==> images/io_placement.png <==
Bar = 20 µm. Pins as bars across the die edge, other pins in grey.
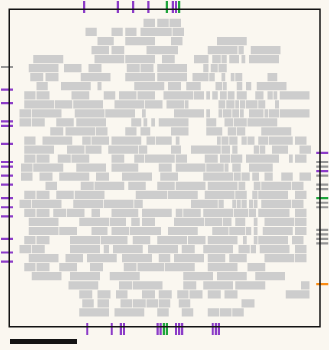
==> images/detail.png <==
Bar = 5 µm. Region (36, 56) to (56, 76) µm. Cells in grey, sequential cells in the stronger grey; small squares are vias.
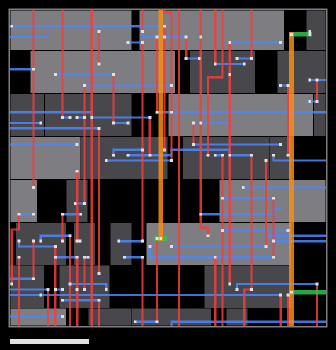
==> images/metal_density.png <==
The die is cut into 19 by 19 equal tiles; white is low, dark blue is high, scaled to the fullest tile. Values are wire area over tile area, all layers added.
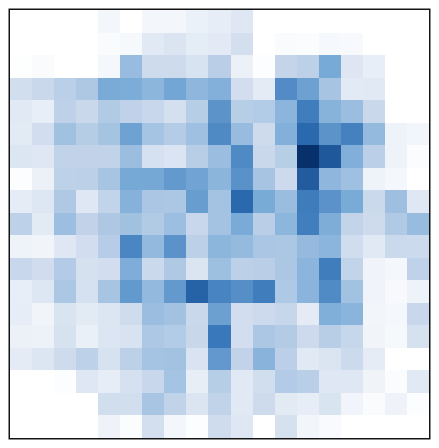
==> images/clocks.png <==
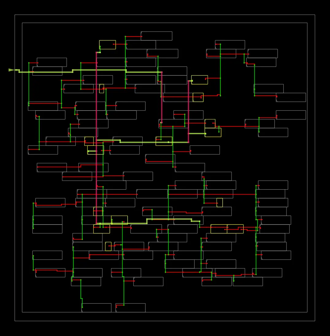
==> images/logic_types.png <==
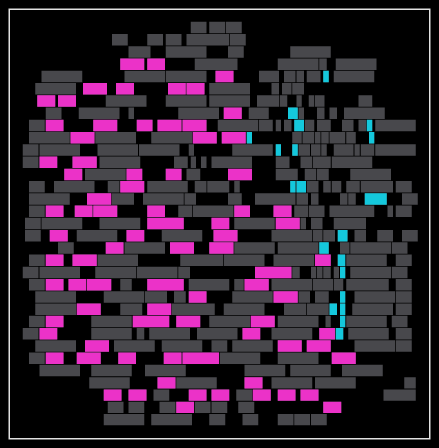
$ cat config.mk
export PLATFORM = sky130hd
export DESIGN_NAME = led_matrix_scan_driver
export DESIGN_NICKNAME = d
export VERILOG_FILES = /design/src/rtl/led_matrix_scan_driver.sv
export SDC_FILE = /design/constraint.sdc
export NUM_CORES = 1
export LEC_CHECK = 0
export ABC_AREA = 0
export CORE_AREA = 2 2 91 93
export DETAILED_ROUTE_END_ITERATION = 10
export DIE_AREA = 0 0 93 95
export GPL_ROUTABILITY_DRIVEN = 0
export PLACE_DENSITY = 0.76
export SLEW_MARGIN = 10
export SYNTH_ARGS = -nofsm -noshare
export SYNTH_HDL_FRONTEND = slang
export SYNTH_SLANG_ARGS = --single-unit
$ cat constraint.sdc
create_clock -name clk -period 2.4 [get_ports clk]
set_input_delay 0.48 -clock clk [delete_from_list [all_inputs] [get_ports clk]]
set_output_delay 0.48 -clock clk [all_outputs]
set_load 0.005 [all_outputs]
$ cat src/rtl/led_matrix_scan_driver.sv
// Row-multiplexed LED matrix scan driver: a shadow frame is loaded over valid/ready and
// swapped tear-free into the active frame at each frame boundary, or at once while the display is dark.
module led_matrix_scan_driver #(
  parameter int ROWS           = 7,
  parameter int COLS           = 5,
  parameter int SCAN_DIV       = 1000,
  parameter int BLANK          = 2,
  parameter int TRANSPOSE      = 1,
  parameter int ROW_ACTIVE_LOW = 0,
  parameter int COL_ACTIVE_LOW = 1
) (
  input  logic                 clk,
  input  logic                 rst_n,
  input  logic                 enable,
  input  logic [ROWS*COLS-1:0] frame_in,
  input  logic                 frame_valid,
  output logic                 frame_ready,
  output logic [ROWS-1:0]      row_sel,
  output logic [COLS-1:0]      col_out,
  output logic                 frame_done
);

  localparam int PW = $clog2(SCAN_DIV);
  localparam int RW = $clog2(ROWS);
  localparam logic [ROWS-1:0] ROW_OFF = (ROW_ACTIVE_LOW != 0) ? {ROWS{1'b1}} : {ROWS{1'b0}};
  localparam logic [COLS-1:0] COL_OFF = (COL_ACTIVE_LOW != 0) ? {COLS{1'b1}} : {COLS{1'b0}};

  logic [PW-1:0]                presc_q, presc_d;
  logic [RW-1:0]                row_q, row_d;
  logic [ROWS-1:0][COLS-1:0]    shadow_q, shadow_d;
  logic [ROWS-1:0][COLS-1:0]    active_q, active_d;
  logic                         pending_q, pending_d;
  logic [ROWS-1:0]              row_sel_q, row_sel_d;
  logic [COLS-1:0]              col_out_q, col_out_d;
  logic                         frame_done_q, frame_done_d;

  logic [ROWS-1:0][COLS-1:0]    frame_rm;
  logic [ROWS-1:0]              row_onehot;
  logic [COLS-1:0]              row_pixels;
  logic                         wrap, last_row, boundary, lit;

  // Reorder the incoming bitmap into row-major storage; pure wiring.
  for (genvar r = 0; r < ROWS; r++) begin : g_row
    for (genvar c = 0; c < COLS; c++) begin : g_col
      if (TRANSPOSE != 0) begin : g_colmajor
        assign frame_rm[r][c] = frame_in[c*ROWS + r];
      end else begin : g_rowmajor
        assign frame_rm[r][c] = frame_in[r*COLS + c];
      end
    end
  end

  assign wrap       = (presc_q == PW'(SCAN_DIV - 1));
  assign last_row   = (row_q == RW'(ROWS - 1));
  assign boundary   = enable && wrap && last_row;
  assign lit        = enable && (int'(presc_q) >= BLANK);
  assign row_onehot = ROWS'(1) << row_q;
  assign row_pixels = active_q[row_q];

  always_comb begin
    presc_d   = presc_q;
    row_d     = row_q;
    shadow_d  = shadow_q;
    active_d  = active_q;
    pending_d = pending_q;

    if (!enable) begin
      presc_d = '0;
      row_d   = '0;
    end else if (wrap) begin
      presc_d = '0;
      row_d   = last_row ? '0 : row_q + RW'(1);
    end else begin
      presc_d = presc_q + PW'(1);
    end

    // An accept needs pending=0, so it can never coincide with a swap.
    if (frame_valid && !pending_q) begin
      shadow_d  = frame_rm;
      pending_d = 1'b1;
    end else if (pending_q && (boundary || !enable)) begin
      active_d  = shadow_q;
      pending_d = 1'b0;
    end

    row_sel_d    = enable ? ((ROW_ACTIVE_LOW != 0) ? ~row_onehot : row_onehot) : ROW_OFF;
    col_out_d    = lit ? ((COL_ACTIVE_LOW != 0) ? ~row_pixels : row_pixels) : COL_OFF;
    frame_done_d = boundary;
  end

  always_ff @(posedge clk or negedge rst_n) begin
    if (!rst_n) begin
      presc_q      <= '0;
      row_q        <= '0;
      shadow_q     <= '0;
      active_q     <= '0;
      pending_q    <= 1'b0;
      row_sel_q    <= ROW_OFF;
      col_out_q    <= COL_OFF;
      frame_done_q <= 1'b0;
    end else begin
      presc_q      <= presc_d;
      row_q        <= row_d;
      shadow_q     <= shadow_d;
      active_q     <= active_d;
      pending_q    <= pending_d;
      row_sel_q    <= row_sel_d;
      col_out_q    <= col_out_d;
      frame_done_q <= frame_done_d;
    end
  end

  assign frame_ready = !pending_q;
  assign row_sel     = row_sel_q;
  assign col_out     = col_out_q;
  assign frame_done  = frame_done_q;

endmodule

==> results.txt <==
fresh numbers from the pnr run: Slew Viols, Final=0, Final ANT Viol Nets=0, f_max=498.4 MHz, core area=7928 µm², Setup CP Type=register to register, dpl cells=437, Unique masters post-synth=40, Rows=33, synthesis area per yosys=4195 µm², slew at the pin closest to its max-slew limit=0.4901 ns, yosys stat cell total=287, Min Hold Slack=0.1556 ns, OpenROAD warning count=27, root buf cell=clkbuf_8, Peak VDD IR=0.4491 mV, GR Util met1=0.2385, largest buffer count on any clock path=2, Avg Cell Area, Syn=14.62 µm², yosys adder share=0.008947, Synth top cell by count=dfrtp_1, Total Routing Usage GR=0.1786, Slew HR=0.6732, post-synth top area cell=dfrtp_1, Setup-failing EPs final=0, most numerous logic cells after layout=92 x dfrtp_1, 51 x clkdlybuf4s50_1, 40 x mux2_2, 30 x mux2_4, post-layout period usage=0.8360, met2 usage=0.2917, vias in the first global route=2585, first-pass GRT wire length=12.20 mm, Crit path max-delay family=flip-flops, First-pass DRT Iterations=4, Largest regs=active_q x35, shadow_q x35, presc_q x10, post-CTS setup buffers=0, Mux area share=0.2559, crit path buf inv count=1, number of enable flip-flop cells=0, Worst Reg-to-Reg Cells=5, Syn. warnings=0, and+or+nand+nor area frac=0.05965, crit path cell chain=ha_1 > and4bb_2 > a41oi_4 > buf_12 > mux2_2, reg2reg start=presc_q[0], Setup Skew=0.007479 ns, # resized after CTS=0, Post-CTS Hold Fix Bufs=0, Post-Synth AOI/OAI Area=0.05637, number of diodes=0, final worst path period need=2.006 ns, Slowest cell on crit path=dfrtp_1, Mapped Area=4195 µm², reg-to-reg endpoint=active_q[7], top routing layer used=met4, leakage power=2.145 nW, clock slew seen by the registers of the worst setup and hold paths=0.09 ns, clk sinks=97, number of DRC markers in iteration 0=71, post-synthesis cell count=287, Primary FF master, synth=dfrtp_1, setup repair after global routing missed its margin=false, DRC Markers=0, crit path max fanout=35, post-DP HPWL=4.650 mm, GR Util met3=0.04230, CP Data Required Time=2.64 ns, # IOs=53, CTS H-tree lvls=3, xor/xnor share=0.006263, run status=finished clean, die area=8835 µm², Setup crit start=presc_q[0]
Notes on io_placement.png above:
rst_n -> orange  # pins 1, direction input, edge right
frame_in -> purple  # pins 35, direction input, edge 15 left, 12 bottom, 6 top, 2 right
col_out -> green  # pins 5, direction output, edge 2 top, 2 bottom, 1 right
all pins by edge = 16 left, 15 right, 14 bottom, 8 top
die x size: 93 µm
Die H: 95 µm
IO buf count: 52

Notes on detail.png above:
metal 1 -> blue
metal 2 -> red
metal 4 -> orange
metal 3 -> green
netlist names of flops here include = active_q (3), presc_q (2)
sequential cells in the window = 6
most frequent = dfrtp_1 (6), mux2_4 (4), inv_1 (3)
cells with their middle in the window = 19

Notes on metal_density.png above:
densest ninth of the die = centre
mean over tiles = 0.12
tiles over half the peak = 10%
WL per Instance: 15.37 µm
vias: 2420
total wire length: 6.961 mm

Notes on clocks.png above:
Latency at later pin: 0.36 ns
registers: 97
layout clock buffer count: 10
CTS Buf Count: 9
P_clk: 0.000936 W

Notes on logic_types.png above:
NOR gates -> cyan  # cells 20
multiplexers -> magenta  # cells 81
logic share of the area: 0.3243
Non-Filler Instances: 453
most frequent logic cell in the layout: dfrtp_1

[power by group]
group,switching [W],total [W],internal [W]
clock network,0.000557,0.000936,0.000379
registers,0.000236,0.00229,0.00205
logic,0.000257,0.000881,0.000624
[area by class of cell]
| type | count | area (µm²) |
|---|---|---|
| fill | 630 | 2897 |
| sequential | 97 | 2434 |
| multi-input combinational | 163 | 1632 |
| timing repair buffer | 61 | 623.1 |
| tap | 105 | 131.4 |
| clock buffer | 10 | 127.6 |
| clock inverter | 6 | 42.54 |
| inverter | 11 | 41.29 |
[cell families (layout without fill, tap and decap cells)]
kind of cell	count (synthesis)	after routing
xor+xnor	3	3
simple gates	45	45
flops	97	97
mux	81	81
fa+ha+maj	3	3
compound gates	31	31
buf+inv	27	88
Power and IR drop assume default switching activity.
